File: src/rtl/artemis_ddr3_port_master_pkg.sv
// Shared constants for the Artemis DDR3 port master: MCB command opcodes and
// the transfer FSM state encoding.
package artemis_ddr3_port_master_pkg;

    localparam logic [2:0] CMD_WRITE    = 3'b000;
    localparam logic [2:0] CMD_READ     = 3'b001;
    localparam logic [2:0] CMD_WRITE_PC = 3'b010;
    localparam logic [2:0] CMD_READ_PC  = 3'b011;
    localparam logic [2:0] CMD_REFRESH  = 3'b100;

    typedef enum logic [2:0] {
        ST_IDLE    = 3'd0,
        ST_WR_FILL = 3'd1,
        ST_WR_CMD  = 3'd2,
        ST_RD_CMD  = 3'd3,
        ST_RD_DATA = 3'd4,
        ST_DONE    = 3'd5
    } state_t;

endpackage

File: src/rtl/artemis_ddr3_port_master.sv
// Splits a user transfer into MCB bursts of at most MAX_BURST words and moves
// the data between the user streams and a single Spartan-6 style MCB port.
module artemis_ddr3_port_master
    import artemis_ddr3_port_master_pkg::*;
#(
    parameter int MAX_BURST = 64
) (
    input  logic        clk,
    input  logic        rst,
    input  logic        calibration_done,
    input  logic        req_en,
    input  logic        req_write,
    input  logic [29:0] req_addr,
    input  logic [23:0] req_count,
    output logic        busy,
    output logic        done,
    output logic        error,
    input  logic [31:0] usr_wr_data,
    input  logic        usr_wr_valid,
    output logic        usr_wr_ready,
    output logic [31:0] usr_rd_data,
    output logic        usr_rd_valid,
    input  logic        usr_rd_ready,
    output logic        p_cmd_en,
    output logic [2:0]  p_cmd_instr,
    output logic [5:0]  p_cmd_bl,
    output logic [29:0] p_cmd_byte_addr,
    input  logic        p_cmd_full,
    output logic        p_wr_en,
    output logic [3:0]  p_wr_mask,
    output logic [31:0] p_wr_data,
    input  logic        p_wr_full,
    output logic        p_rd_en,
    input  logic [31:0] p_rd_data,
    input  logic        p_rd_empty,
    input  logic        p_wr_underrun,
    input  logic        p_wr_error,
    input  logic        p_rd_overflow,
    input  logic        p_rd_error
);

    localparam logic [6:0]  MAX_BURST_W = 7'(MAX_BURST);
    localparam logic [23:0] MAX_BURST_L = 24'(MAX_BURST);

    state_t      state_q, state_d;
    logic [29:0] addr_q, addr_d;
    logic [23:0] remaining_q, remaining_d;
    logic [6:0]  cnt_q, cnt_d;
    logic        write_q, write_d;
    logic        error_q, error_d;

    logic [6:0]  burst_s;
    logic [6:0]  cnt_inc_s;
    logic [29:0] addr_next_s;
    logic [23:0] remaining_next_s;
    logic        last_word_s;
    logic        mcb_err_s;

    // Burst sizing and the address/length bookkeeping applied after each burst.
    always_comb begin
        if (remaining_q > MAX_BURST_L) begin
            burst_s = MAX_BURST_W;
        end else begin
            burst_s = remaining_q[6:0];
        end
        cnt_inc_s        = cnt_q + 7'd1;
        last_word_s      = (cnt_inc_s == burst_s);
        addr_next_s      = addr_q + {21'd0, burst_s, 2'b00};
        remaining_next_s = remaining_q - {17'd0, burst_s};
        mcb_err_s        = p_wr_underrun | p_wr_error | p_rd_overflow | p_rd_error;
    end

    // Next-state logic and all MCB/user handshake outputs.
    always_comb begin
        state_d         = state_q;
        addr_d          = addr_q;
        remaining_d     = remaining_q;
        cnt_d           = cnt_q;
        write_d         = write_q;
        error_d         = error_q;
        busy            = 1'b0;
        done            = 1'b0;
        usr_wr_ready    = 1'b0;
        usr_rd_valid    = 1'b0;
        p_cmd_en        = 1'b0;
        p_cmd_instr     = CMD_WRITE;
        p_cmd_bl        = 6'd0;

        if ((state_q != ST_IDLE) && (state_q != ST_DONE)) begin
            busy = 1'b1;
            if (mcb_err_s) begin
                error_d = 1'b1;
            end else begin
                error_d = error_q;
            end
        end else begin
            busy = 1'b0;
        end

        case (state_q)
            ST_IDLE: begin
                if (req_en && calibration_done) begin
                    addr_d      = req_addr;
                    remaining_d = req_count;
                    write_d     = req_write;
                    cnt_d       = 7'd0;
                    error_d     = 1'b0;
                    if (req_count == 24'd0) begin
                        state_d = ST_DONE;
                    end else if (req_write) begin
                        state_d = ST_WR_FILL;
                    end else begin
                        state_d = ST_RD_CMD;
                    end
                end else begin
                    state_d = ST_IDLE;
                end
            end
            ST_WR_FILL: begin
                usr_wr_ready = !p_wr_full;
                if (usr_wr_valid && !p_wr_full) begin
                    if (last_word_s) begin
                        cnt_d   = 7'd0;
                        state_d = ST_WR_CMD;
                    end else begin
                        cnt_d = cnt_inc_s;
                    end
                end else begin
                    cnt_d = cnt_q;
                end
            end
            ST_WR_CMD: begin
                p_cmd_instr = CMD_WRITE;
                p_cmd_bl    = 6'(burst_s - 7'd1);
                if (!p_cmd_full) begin
                    p_cmd_en    = 1'b1;
                    addr_d      = addr_next_s;
                    remaining_d = remaining_next_s;
                    if (remaining_next_s != 24'd0) begin
                        state_d = ST_WR_FILL;
                    end else begin
                        state_d = ST_DONE;
                    end
                end else begin
                    p_cmd_en = 1'b0;
                end
            end
            ST_RD_CMD: begin
                p_cmd_instr = CMD_READ;
                p_cmd_bl    = 6'(burst_s - 7'd1);
                if (!p_cmd_full) begin
                    p_cmd_en = 1'b1;
                    state_d  = ST_RD_DATA;
                end else begin
                    p_cmd_en = 1'b0;
                end
            end
            ST_RD_DATA: begin
                // Read bookkeeping waits until the burst is drained so burst_s stays stable.
                usr_rd_valid = !p_rd_empty;
                if (!p_rd_empty && usr_rd_ready) begin
                    if (last_word_s) begin
                        cnt_d       = 7'd0;
                        addr_d      = addr_next_s;
                        remaining_d = remaining_next_s;
                        if (remaining_next_s != 24'd0) begin
                            state_d = ST_RD_CMD;
                        end else begin
                            state_d = ST_DONE;
                        end
                    end else begin
                        cnt_d = cnt_inc_s;
                    end
                end else begin
                    cnt_d = cnt_q;
                end
            end
            ST_DONE: begin
                done    = 1'b1;
                state_d = ST_IDLE;
            end
            default: begin
                state_d = ST_IDLE;
            end
        endcase
    end

    assign p_wr_en         = usr_wr_valid && usr_wr_ready;
    assign p_wr_mask       = 4'b0000;
    assign p_wr_data       = usr_wr_data;
    assign p_rd_en         = usr_rd_valid && usr_rd_ready;
    assign usr_rd_data     = p_rd_data;
    assign p_cmd_byte_addr = addr_q;
    assign error           = error_q;

    // State and counter registers with synchronous reset.
    always_ff @(posedge clk) begin
        if (rst) begin
            state_q     <= ST_IDLE;
            addr_q      <= 30'd0;
            remaining_q <= 24'd0;
            cnt_q       <= 7'd0;
            write_q     <= 1'b0;
            error_q     <= 1'b0;
        end else begin
            state_q     <= state_d;
            addr_q      <= addr_d;
            remaining_q <= remaining_d;
            cnt_q       <= cnt_d;
            write_q     <= write_d;
            error_q     <= error_d;
        end
    end

endmodule

File: config.mk
export PLATFORM = sky130hd
export DESIGN_NAME = artemis_ddr3_port_master
export DESIGN_NICKNAME = d
export VERILOG_FILES = /design/src/rtl/artemis_ddr3_port_master_pkg.sv /design/src/rtl/artemis_ddr3_port_master.sv
export SDC_FILE = /design/constraint.sdc
export NUM_CORES = 1
export LEC_CHECK = 0
export CAP_MARGIN = 5
export CORE_MARGIN = 3
export CORE_UTILIZATION = 35
export CTS_CLUSTER_DIAMETER = 40
export CTS_CLUSTER_SIZE = 8
export DETAILED_ROUTE_END_ITERATION = 12
export PLACE_DENSITY_LB_ADDON = 0.25
export SETUP_SLACK_MARGIN = 0.4
export SLEW_MARGIN = 10
export SYNTH_ARGS = -nofsm -noshare
export SYNTH_HDL_FRONTEND = slang
export SYNTH_SLANG_ARGS = --single-unit
File: constraint.sdc
create_clock -name clk -period 3.6 [get_ports clk]
set_input_delay 0.72 -clock clk [delete_from_list [all_inputs] [get_ports clk]]
set_output_delay 0.72 -clock clk [all_outputs]
set_load 0.05 [all_outputs]
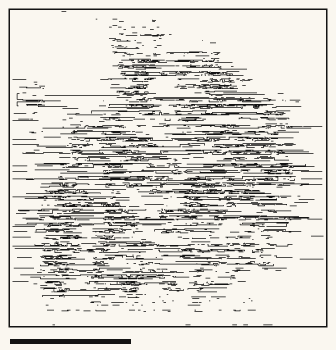
m1.png
Scale bar: 50 um.
wire length on this layer	7860 um
nets with wire on the layer	816

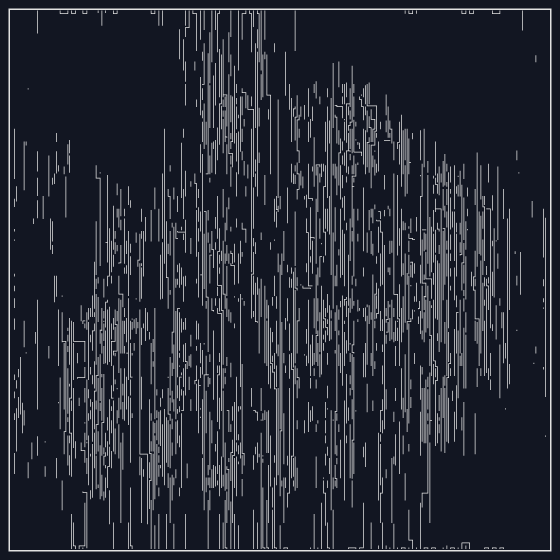
m2.png
main direction	vertical
longest straight run	44.5 um
count of vias placed by the detailed router: 5704
drt total wl: 17900 um

==> results.txt <==
Flow results are below.

- The most frequently used flop master after synthesis is dfxtp_1, for reference.
- The synthesized design contains 0 enable-type register cells.
- For the worst reg-to-reg path, the startpoint reported by OpenROAD is remaining_q[1].
- In this run the tool buffered the top-level ports with 112 buffer cells.
- The cell-mix breakdown from Yosys lists the adder-cell area share as 2.65%.
- Setup slack on the worst path after placement came out at 0.0329 ns.
- The chip area estimate from yosys synthesis is 5480 um2, for reference.
- After detailed routing, no signal wire sits above met4.
- Internal power comes to 2.06 mW.
- The power spent charging and discharging nets is 1.27 mW, for reference.
- In the CTS report, the clock slew at the register clock pins of the worst setup and hold paths is listed as 0.05 ns.
- The post-CTS hold buffer count recorded in the log is 0.
- The longest incremental delay of any stage on the critical path is reported as 0.40 ns.
- Per the OpenROAD floorplan log, the width of the die is 131 um.
- The combined global-route utilization of all metal layers is 20.5%, for reference.
- The worst setup path is of the reg -> out kind.
- The floorplan step defined a core boundary enclosing 15300 um2.
- Clock latency on the worst-skew pair, taken at its later pin, is 0.35 ns.
- For reference, the post-synthesis area per instance comes to 7.43 um2.
- The prevailing logic family in the synthesized netlist is AND-OR/OR-AND gates, for reference.
- The worst setup path is captured at an output pin.
- The number of antenna violations at the first check in global routing is 0, for reference.
- The largest voltage drop on the vdd net is 0.286 mV, for reference.
- The count of clock tree sinks is 65, for reference.
- The sequential share of the synthesized area is 23.8%, for reference.
- The layout summary lists the proportion of cells stronger than drive strength 1 as 24.5%.
- The clock period minus final worst setup slack is 3.46 ns, for reference.
- Per STA, the worst path is made up of or3_4 > o41ai_4 > and3_4 > and2_4 > buf_4 > inv_2 > ha_4 > nand3b_1 > xnor2_2 > and2_4 > buf_12.
- After detailed routing, the number of remaining DRC violations is 0.
- The total clock buffers created by CTS is 9, for reference.
- The max-slew headroom at the worst pin is 52.3%, for reference.
- According to the floorplan report, the total die area is 17200 um2.
- The height of the chip is 131 um, for reference.
- The post-detailed-route count of antenna-violating nets is 0, for reference.
- The routed wire length on met3 is 1190 um, for reference.
- The end of the worst register-to-register path is p_cmd_byte_addr[28], for reference.
- The final number of setup-violating endpoints is 0, for reference.
- All stages included, the depth of the critical timing path comes to 11.
- The biggest area contributor in the post-synthesis netlist is dfxtp_1.
- The share of power burned in combinational logic is 44.1%, for reference.
- The run finished with clean final reports.
- The via count of the first global-routing pass is 5412, for reference.
- Yosys mapped the design onto 74 distinct sky130hd cell types.
- Per STA, the worst path accumulates the most delay in the family simple AND/OR/NAND/NOR gates.
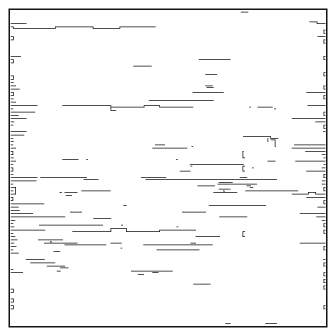
m3.png
wire length on this layer	1190 um
longest straight run	54.3 um
main direction	horizontal
nets with wire on the layer	155
share of all routed wire	6.7%
met3 capacity usage during global routing: 5.75%

-- stage by stage --
step	power [mW]	instances	instance area, um2
after global placement	2.11	974	6480
after global routing	3.49	1027	7450
final	3.33	1027	7450
after CTS	3.20	1008	7070
after floorplan	1.93	742	5590
after detailed placement	2.13	974	6480
-- cell type report --
type | instances | area [um2]
repair buffers | 182 | 1740
well taps | 211 | 264
inverters | 14 | 55.1
fillers | 1443 | 7810
clock inverters | 4 | 76.3
multi-input cells | 539 | 3740
flip-flops and latches | 65 | 1330
clock buffers | 12 | 246
-- what timing repair did --
item                                    4_1_cts  5_1_grt
buffers inserted                             18       19
resized                                      45       54
pin swaps                                    23       29
endpoints found under the setup margin       37       48
-- cells in the final DEF (no fill, tap or decap), types with 12 or more instances in the layout --
master	count
a211oi_2	12
a21oi_1	59
buf_4	61
clkdlybuf4s50_1	101
dfxtp_1	50
nand2_1	69
nand2b_1	13
nand3_1	18
nor2_1	61
nor3_1	25
o21ai_0	26
o21ai_1	14
xnor2_1	13
-- sequential cells by signal (all words and copies together), names as in the netlist --
name             cells
cnt_q                7
error                1
p_cmd_byte_addr     30
remaining_q         24
state_q              3
-- power by group through the flow --
stage          registers (mW)  clock network, mW  logic (mW)
2_1_floorplan            1.01                  0       0.922
3_3_place_gp            0.887                  0        1.22
3_5_place_dp            0.891                  0        1.24
4_1_cts                 0.876              0.991        1.33
5_1_grt                 0.891               1.02        1.57
6_report                0.881              0.980        1.47
-- per-layer routing --
metal / up-vias / GRT usage, %
li1: 2736 / -
met1: 2730 / 26.8
met2: 198 / 32.6
met3: 40 / 5.75
met4: 0 / 6.96
met5: - / 0
Power and IR drop assume default switching activity.
